run_1/layer_met3.png
Cells faint in the background.
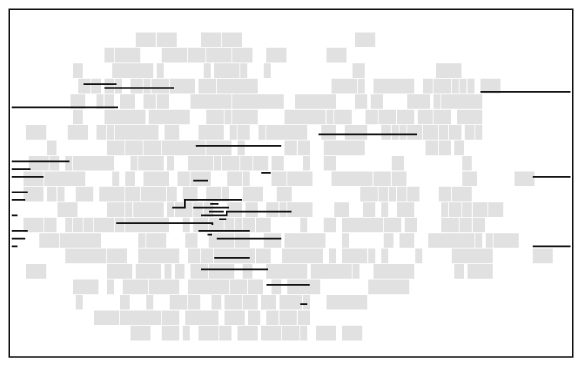
run_1/metal_density.png
Scale bar: 20 µm. 20 x 12 tiles, from white (low) to dark blue (high), scaled to the fullest tile. Values are wire area over tile area, all layers added.
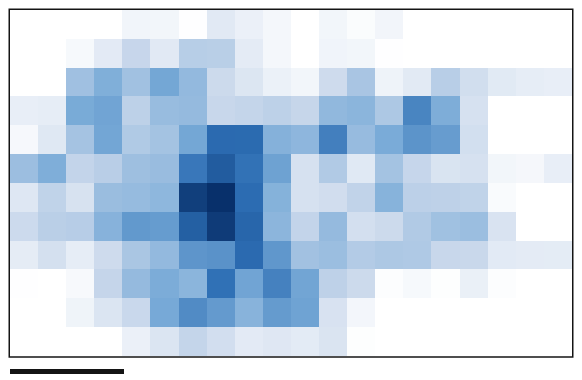
run_1/clk_routes.png
Scale bar: 20 µm.
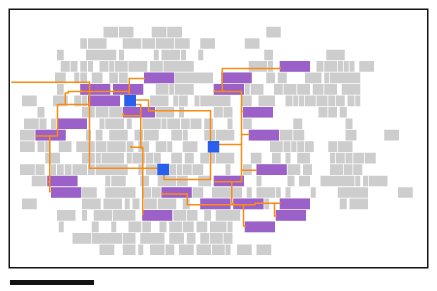
File: config.mk
export PLATFORM = sky130hd
export DESIGN_NAME = dispatch_credit
export DESIGN_NICKNAME = d
export VERILOG_FILES = /design/src/rtl/dispatch_credit.sv
export SDC_FILE = /design/constraint.sdc
export NUM_CORES = 1
export LEC_CHECK = 0
export CORE_ASPECT_RATIO = 0.6
export CORE_MARGIN = 2
export CORE_UTILIZATION = 40
export CTS_BUF_LIST = sky130_fd_sc_hd__clkbuf_4
export DETAILED_ROUTE_END_ITERATION = 10
export PLACE_DENSITY = 0.72
export SLEW_MARGIN = 20
export SYNTH_ARGS = -nofsm -noshare
export SYNTH_HDL_FRONTEND = slang
export SYNTH_SLANG_ARGS = --single-unit
File: constraint.sdc
create_clock -name clk -period 5.95 [get_ports clk]
set_input_delay 0.595 -clock clk [delete_from_list [all_inputs] [get_ports clk]]
set_output_delay 0.595 -clock clk [all_outputs]
set_load 0.05 [all_outputs]
File: src/rtl/dispatch_credit.sv
// Credit-checked in-order dispatch: holds a rename bundle and allocates ROB/RS
// entries lane by lane while credits last.
module dispatch_credit #(
    parameter int WIDTH        = 2,
    parameter int ROB_DEPTH    = 16,
    parameter int ALU_RS_DEPTH = 8,
    parameter int BR_RS_DEPTH  = 4,
    parameter int LSU_RS_DEPTH = 8,
    localparam int RW  = $clog2(WIDTH + 1),
    localparam int RCW = $clog2(ROB_DEPTH + 1),
    localparam int ACW = $clog2(ALU_RS_DEPTH + 1),
    localparam int BCW = $clog2(BR_RS_DEPTH + 1),
    localparam int LCW = $clog2(LSU_RS_DEPTH + 1)
) (
    input  logic               clk,
    input  logic               rst,
    input  logic               flush,
    input  logic [WIDTH-1:0]   i_valid,
    input  logic [2*WIDTH-1:0] i_futype,
    output logic               o_ready,
    input  logic [RW-1:0]      rob_release,
    input  logic [RW-1:0]      alu_release,
    input  logic [RW-1:0]      br_release,
    input  logic [RW-1:0]      lsu_release,
    output logic [WIDTH-1:0]   rob_alloc,
    output logic [WIDTH-1:0]   alu_rs_alloc,
    output logic [WIDTH-1:0]   branch_rs_alloc,
    output logic [WIDTH-1:0]   lsu_rs_alloc,
    output logic [WIDTH-1:0]   o_held,
    output logic               o_credit_err
);

    logic [WIDTH-1:0]   held_q, held_d;
    logic [2*WIDTH-1:0] type_q, type_d;
    logic [RCW-1:0]     rob_q, rob_d;
    logic [ACW-1:0]     alu_q, alu_d;
    logic [BCW-1:0]     br_q, br_d;
    logic [LCW-1:0]     lsu_q, lsu_d;
    logic               err_q, err_d;

    logic [WIDTH-1:0]   disp;
    logic               chain, ok, accept;
    logic [1:0]         ft;
    int                 rc, ac, bc, lc;
    int                 rob_n, alu_n, br_n, lsu_n;

    function automatic int clip(input int n, input int d);
        return (n > d) ? d : n;
    endfunction

    // Lane walk: a stalled held lane breaks the chain for all higher lanes
    always_comb begin
        disp            = '0;
        rob_alloc       = '0;
        alu_rs_alloc    = '0;
        branch_rs_alloc = '0;
        lsu_rs_alloc    = '0;
        chain           = 1'b1;
        ok              = 1'b0;
        ft              = 2'b00;
        rc = 0; ac = 0; bc = 0; lc = 0;
        for (int k = 0; k < WIDTH; k++) begin
            ft = type_q[2*k +: 2];
            if (held_q[k] && chain) begin
                ok = int'(rob_q) > rc;
                case (ft)
                    2'b00:   ok = ok && (int'(alu_q) > ac);
                    2'b01:   ok = ok && (int'(br_q) > bc);
                    2'b10:   ok = ok && (int'(lsu_q) > lc);
                    default: ok = ok;
                endcase
                if (ok) begin
                    disp[k]      = 1'b1;
                    rob_alloc[k] = 1'b1;
                    rc++;
                    case (ft)
                        2'b00:   begin alu_rs_alloc[k] = 1'b1; ac++; end
                        2'b01:   begin branch_rs_alloc[k] = 1'b1; bc++; end
                        2'b10:   begin lsu_rs_alloc[k] = 1'b1; lc++; end
                        default: ;
                    endcase
                end else begin
                    chain = 1'b0;
                end
            end
        end
        if (rst || flush) begin
            disp            = '0;
            rob_alloc       = '0;
            alu_rs_alloc    = '0;
            branch_rs_alloc = '0;
            lsu_rs_alloc    = '0;
        end
    end

    assign o_ready = !rst && !flush && ((held_q & ~disp) == '0);
    assign accept  = o_ready && (|i_valid);
    assign o_held       = held_q;
    assign o_credit_err = err_q;

    always_comb begin
        held_d = held_q & ~disp;
        type_d = type_q;
        if (flush) begin
            held_d = '0;
        end else if (accept) begin
            held_d = i_valid;
            type_d = i_futype;
        end
        rob_n = int'(rob_q) - $countones(rob_alloc) + int'(rob_release);
        alu_n = int'(alu_q) - $countones(alu_rs_alloc) + int'(alu_release);
        br_n  = int'(br_q) - $countones(branch_rs_alloc) + int'(br_release);
        lsu_n = int'(lsu_q) - $countones(lsu_rs_alloc) + int'(lsu_release);
        rob_d = RCW'(clip(rob_n, ROB_DEPTH));
        alu_d = ACW'(clip(alu_n, ALU_RS_DEPTH));
        br_d  = BCW'(clip(br_n, BR_RS_DEPTH));
        lsu_d = LCW'(clip(lsu_n, LSU_RS_DEPTH));
        err_d = err_q || (rob_n > ROB_DEPTH) || (alu_n > ALU_RS_DEPTH)
              || (br_n > BR_RS_DEPTH) || (lsu_n > LSU_RS_DEPTH);
    end

    always_ff @(posedge clk) begin
        if (rst) begin
            held_q <= '0;
            type_q <= '0;
            rob_q  <= RCW'(ROB_DEPTH);
            alu_q  <= ACW'(ALU_RS_DEPTH);
            br_q   <= BCW'(BR_RS_DEPTH);
            lsu_q  <= LCW'(LSU_RS_DEPTH);
            err_q  <= 1'b0;
        end else begin
            held_q <= held_d;
            type_q <= type_d;
            rob_q  <= rob_d;
            alu_q  <= alu_d;
            br_q   <= br_d;
            lsu_q  <= lsu_d;
            err_q  <= err_d;
        end
    end

endmodule

==> run summary, run 1 <==
yosys + openroad results -> outcome completed, setup slack after layout 0.253 ns, Adders+Majority by Area 23.6%, Power Internal 0.351 mW, detailed-placement wirelength estimate 3940 µm, CTS Buffer Depth 2, DRC violations left 0, Post-Syn Area 2170 µm², Comb. pwr 0.342 mW, leakage power 1.13 nW, # setup viols final 0, max-cap violation count 0, GRT Util Overall 16.5%, first-pass GRT wire length 7940 µm, type of element capturing the critical path flip-flop, Syn-to-layout area delta 22.6%, Nets 344, Final Power 0.613 mW, number of enable flip-flop cells 0, Post-Synthesis Mean Instance Area 8.46 µm², Avg WL per Cell 14.0 µm, Post-synth top cells 29 x inv_1, 28 x ha_1, 23 x dfxtp_1, post-placement cell count 349, Final Cell Area 2660 µm², Gate Count Post-Synth 256, largest area contributor in the netlist dfxtp_1, root buf cell clkbuf_4, max-slew violations 0, FMAX 176 MHz, largest net degree at the start of global routing 14, # IOs 29, CP peak stage delay 0.51 ns, std cell rows 20, CTS H-tree lvls 1, final core occ 51.8%, XOR/XNOR Area Share 6.70%, diodes inserted 0, Register Area 463 µm², initial detailed-routing violation count 78, Vias 1851, Port Buffers 28, skew final 0.00457 ns, leading post-synthesis cells by cell area dfxtp_1 21%, ha_1 16%, fa_1 7.4%, logic area 1640 µm², ANT nets after route 0, share of layout cells above drive strength 1 12.8%, Seq cells post-synth 23, Synth async-reset ratio 0%, Worst-Margin Slew 0.631 ns, Yosys chip area 2170 µm², routability-driven placement congestion ratio 0.834, seq pwr 0.196 mW, CORE AREA 5130 µm², Yosys warning total 0, Seq pwr share 32.0%, count of tool warnings 34, antenna violations before repair 0, Clock group 0.0755 mW, crit start category flip-flop, combinational power share 55.7%, CP delay by family, top adder cells, top-count cell post-synth inv_1, Max IR drop VDD 0.126 mV, Final min period 5.70 ns, dpl ws -0.0805 ns, Slew headroom 57.6%, TritonCTS buffer count 3, CP arrival 5.92 ns, clock share of power 12.3%, Slowest-stage cell, CP fa_1, TNS Setup 0 ns, # clock sinks 23, Die Size 6040 µm², CP Class reg -> reg, sw frac 42.8%
Back to the opening pictures, layer_met3.png:
wire length on this layer: 231 µm
longest straight run: 18.4 µm

Back to the opening pictures, metal_density.png:
fullest tile: 0.53
mean over tiles: 0.13
densest ninth of the die: middle
nearly empty tiles: 26%

Back to the opening pictures, clk_routes.png:
legend:
  clock drivers:
    color: blue
    count: 3
  clock wires:
    color: orange
    length: 320 µm
  flip-flops:
    color: purple
    count: 23
routed clock nets: 4

==> run 1: cell type report <==
type,instances,area share (%)
Sequential cell,23,17.4
Timing Repair Buffer,35,12.5
Tap cell,66,3.11
Multi-Input combinational cell,199,61.8
Clock buffer,3,0.848
Inverter,29,4.10
Clock inverter,1,0.188
==> run 1: sequential cells by signal, summed over array words and instances, names as in the netlist <==
signal and count:
rob_q 5, alu_q 4, lsu_q 4, type_q 4, br_q 3, o_held 2
o_credit_err 1
==> run 1: placed cells by master, fill, tap and decap left out, types with 10 or more instances in the layout <==
master	netlist	final
a21oi_1	12	12
and2_1	14	13
clkdlybuf4s50_1	0	28
dfxtp_1	23	21
ha_1	28	27
inv_1	29	29
nand2_1	11	11
nor2_1	18	16
o21ai_0	11	10
==> run 1: worst paths after layout <==
check	start	cells after the start	endpoint	slack, ns
worst min register to register	o_held[1]	2	o_held[1]	0.57
worst max register to register	type_q[0]	25	rob_q[4]	0.25
worst min-delay path	o_held[1]	2	o_held[1]	0.57
worst max-delay path	type_q[0]	25	rob_q[4]	0.25
==> run 1: timing repair <==
item / 4_1_cts / 5_1_grt
gates resized: 1 / 13
hold buffers: 0 / 0
pin swaps: 0 / 9
endpoints found under the setup margin: 3 / 10
setup buffers: 0 / 3
cloned: 0 / 0
==> run 1: cells by family after synthesis <==
group / Yosys count
and+or+nand+nor: 93
AOI/OAI and AO/OA: 54
adders and majority gates: 36
buffers and inverters: 34
DFF: 23
xor gates and xnor gates: 15
muxes: 1
==> run 1: per-layer routing <==
layer / track usage (%) / share of wire [%] / vias to the layer above
met5: 0 / 0 / -
met4: 2.94 / 0.50 / 0
met3: 2.65 / 4.6 / 4
met2: 24.5 / 40 / 50
met1: 25.5 / 54 / 842
li1: - / - / 955
run_1/clocks.png
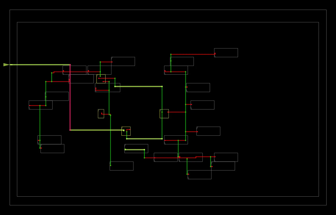

==> inputs of run 2 (changes only) <==
--- a/config.mk
+++ b/config.mk
@@ -6,7 +6,6 @@
 export NUM_CORES = 1
 export LEC_CHECK = 0
 export CORE_ASPECT_RATIO = 0.6
-export CORE_MARGIN = 2
 export CORE_UTILIZATION = 40
 export CTS_BUF_LIST = sky130_fd_sc_hd__clkbuf_4
 export DETAILED_ROUTE_END_ITERATION = 10
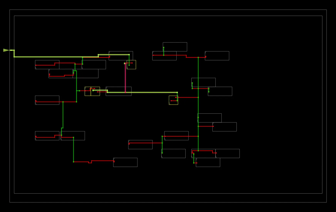
run_2/clocks.png
Clock group: 0.0772 mW
clk latency late pin: 0.32 ns
TritonCTS buffer count: 3

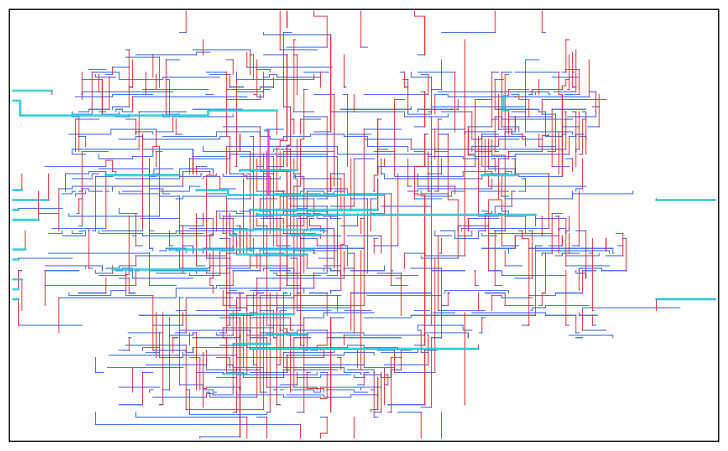
run_2/wires.png
legend:
  metal 4:
    color: magenta
    wire_length: 8.80 µm
  metal 1:
    color: blue
    wire_length: 2730 µm
  metal 2:
    color: red
    wire_length: 2160 µm
  metal 3:
    color: cyan
    wire_length: 296 µm

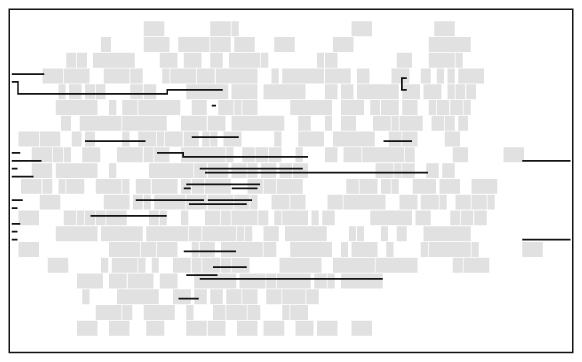
run_2/layer_met3.png
Cells faint in the background.
nets with wire on the layer: 31
wire length on this layer: 296 µm
longest straight run: 38.2 µm

==> run 2 against run 1 <==
Net effect:
- sequential power hardly changed
- register-to-register slack is essentially flat
- sequential share of layout area down 0.27 points
- clock skew barely moved
- clock-buffer cell count did not move
- clock power increased by 2%
- synthesized cell count unchanged
==> run summary, run 2 <==
yosys + openroad results -> wl on met1 2730 µm (was 2710 µm), CP Class reg -> reg (unchanged), CTS H-tree lvls 1 (unchanged), ANT nets after route 0 (unchanged), GRT Util Overall 18.8% (was 16.5%), CP endpoint rob_q[0] (was rob_q[4]), first-pass GRT wire length 8630 µm (was 7940 µm), DRC violations left 0 (unchanged), std cell rows 20 (unchanged), Die Size 5720 µm² (was 6040 µm²), logic area 1670 µm² (was 1640 µm²), met2 WL 2160 µm (was 2010 µm), most instantiated logic cell after routing clkdlybuf4s50_1 (was inv_1), Nets 346 (was 344), # setup viols final 0 (unchanged), max reg flops 5 (unchanged), detailed-placement wirelength estimate 4140 µm (was 3940 µm), Yosys chip area 2170 µm² (unchanged), Final Power 0.628 mW (was 0.613 mW), most common logic cells in the final layout 28 x clkdlybuf4s50_1, 27 x inv_1, 24 x ha_1 (was 29 x inv_1, 28 x clkdlybuf4s50_1, 27 x ha_1), CTS Buffer Depth 2 (unchanged), initial detailed-routing violation count 88 (was 78), reg2reg path depth 25 (unchanged), Crit path depth 25 (unchanged), Post-synth top cells 29 x inv_1, 28 x ha_1, 23 x dfxtp_1 (unchanged), CP delay by family, top adder cells (unchanged), share of layout cells above drive strength 1 16.4% (was 12.8%), crit start category flip-flop (unchanged), number of enable flip-flop cells 0 (unchanged), outcome completed (unchanged), max-cap violation count 0 (unchanged), RR Endpoint rob_q[0] (was rob_q[4]), Max IR drop VDD 0.146 mV (was 0.126 mV), post-placement cell count 349 (unchanged), Slew headroom 53.0% (was 57.6%), largest area contributor in the netlist dfxtp_1 (unchanged), largest net degree at the start of global routing 14 (unchanged), met1 GRT Util 28.0% (was 25.5%), TNS Setup 0 ns (unchanged), leading post-synthesis cells by cell area dfxtp_1 21%, ha_1 16%, fa_1 7.4% (unchanged), Yosys warning total 0 (unchanged), Biggest register rob_q (unchanged), Gate Count Post-Synth 256 (unchanged), diodes inserted 0 (unchanged), CORE AREA 5130 µm² (unchanged), Register Area 463 µm² (unchanged), slack of the worst reg-to-reg path 0.25 ns (about the same), CP peak stage delay 0.51 ns (about the same), skew final 0.00443 ns (was 0.00457 ns), # clock sinks 23 (unchanged), global-route met2 utilization 29.8% (was 24.5%), count of tool warnings 34 (unchanged), type of element capturing the critical path flip-flop (unchanged), root buf cell clkbuf_4 (unchanged), FMAX 175 MHz (was 176 MHz), Vias 1915 (was 1851), setup slack after layout 0.247 ns (was 0.253 ns), worst reg2reg startpoint type_q[0] (unchanged), Final Cell Area 2700 µm² (was 2660 µm²), routability-driven placement congestion ratio 0.859 (was 0.834), DR WL met3 296 µm (was 231 µm), Final min period 5.70 ns (about the same)
run 2: cell counts after synthesis:
Identical to the previous run, type by type.
run 2: what timing repair did:
| action | in CTS | in global routing |
|---|---|---|
| buffers inserted | 0 | 5 |
| gates cloned | 0 | 0 |
| pin swaps | 0 | 14 |
| gates resized | 1 | 24 |
| setup endpoints to repair | 3 | 13 |
run 2: cells by family after synthesis:
| group | Yosys count | share of synthesized area, % |
|---|---|---|
| flip-flops | 23 | 21.3 |
| AND-OR/OR-AND | 54 | 17.4 |
| multiplexers | 1 | 0.462 |
| buffers and inverters | 34 | 5.95 |
| adder cells (fa/ha/maj) | 36 | 23.6 |
| AND/OR/NAND/NOR | 93 | 24.7 |
| XOR/XNOR | 15 | 6.70 |
run 2: how the worst min path moves through the flow:
stage	start	slack, ns	depth (start not counted)	end
6_report	o_held[1]	0.58	2	o_held[1]
3_3_place_gp	o_held[1]	0.56	2	o_held[1]
2_1_floorplan	type_q[1]	0.57	3	type_q[1]
5_1_grt	o_held[1]	0.61	2	o_held[1]
4_1_cts	o_held[1]	0.58	2	o_held[1]
3_5_place_dp	o_held[0]	0.55	2	o_held[0]
run 2: area by class of cell:
| type | count | area share [%] |
|---|---|---|
| multi-input cells | 199 | 61.8 |
| flip-flops and latches | 23 | 17.2 |
| repair buffers | 37 | 12.9 |
| inverters | 29 | 4.04 |
| well taps | 66 | 3.06 |
| clock buffers | 3 | 0.835 |
| clock inverters | 1 | 0.186 |
run 2: power by group:
group | internal, mW | switching, mW | total (mW)
sequential | 0.173 | 0.0235 | 0.196
clock | 0.0253 | 0.0519 | 0.0772
combinational | 0.161 | 0.193 | 0.354
total | 0.359 | 0.269 | 0.628
No activity file was given, so power comes from the tool's default toggle rates.
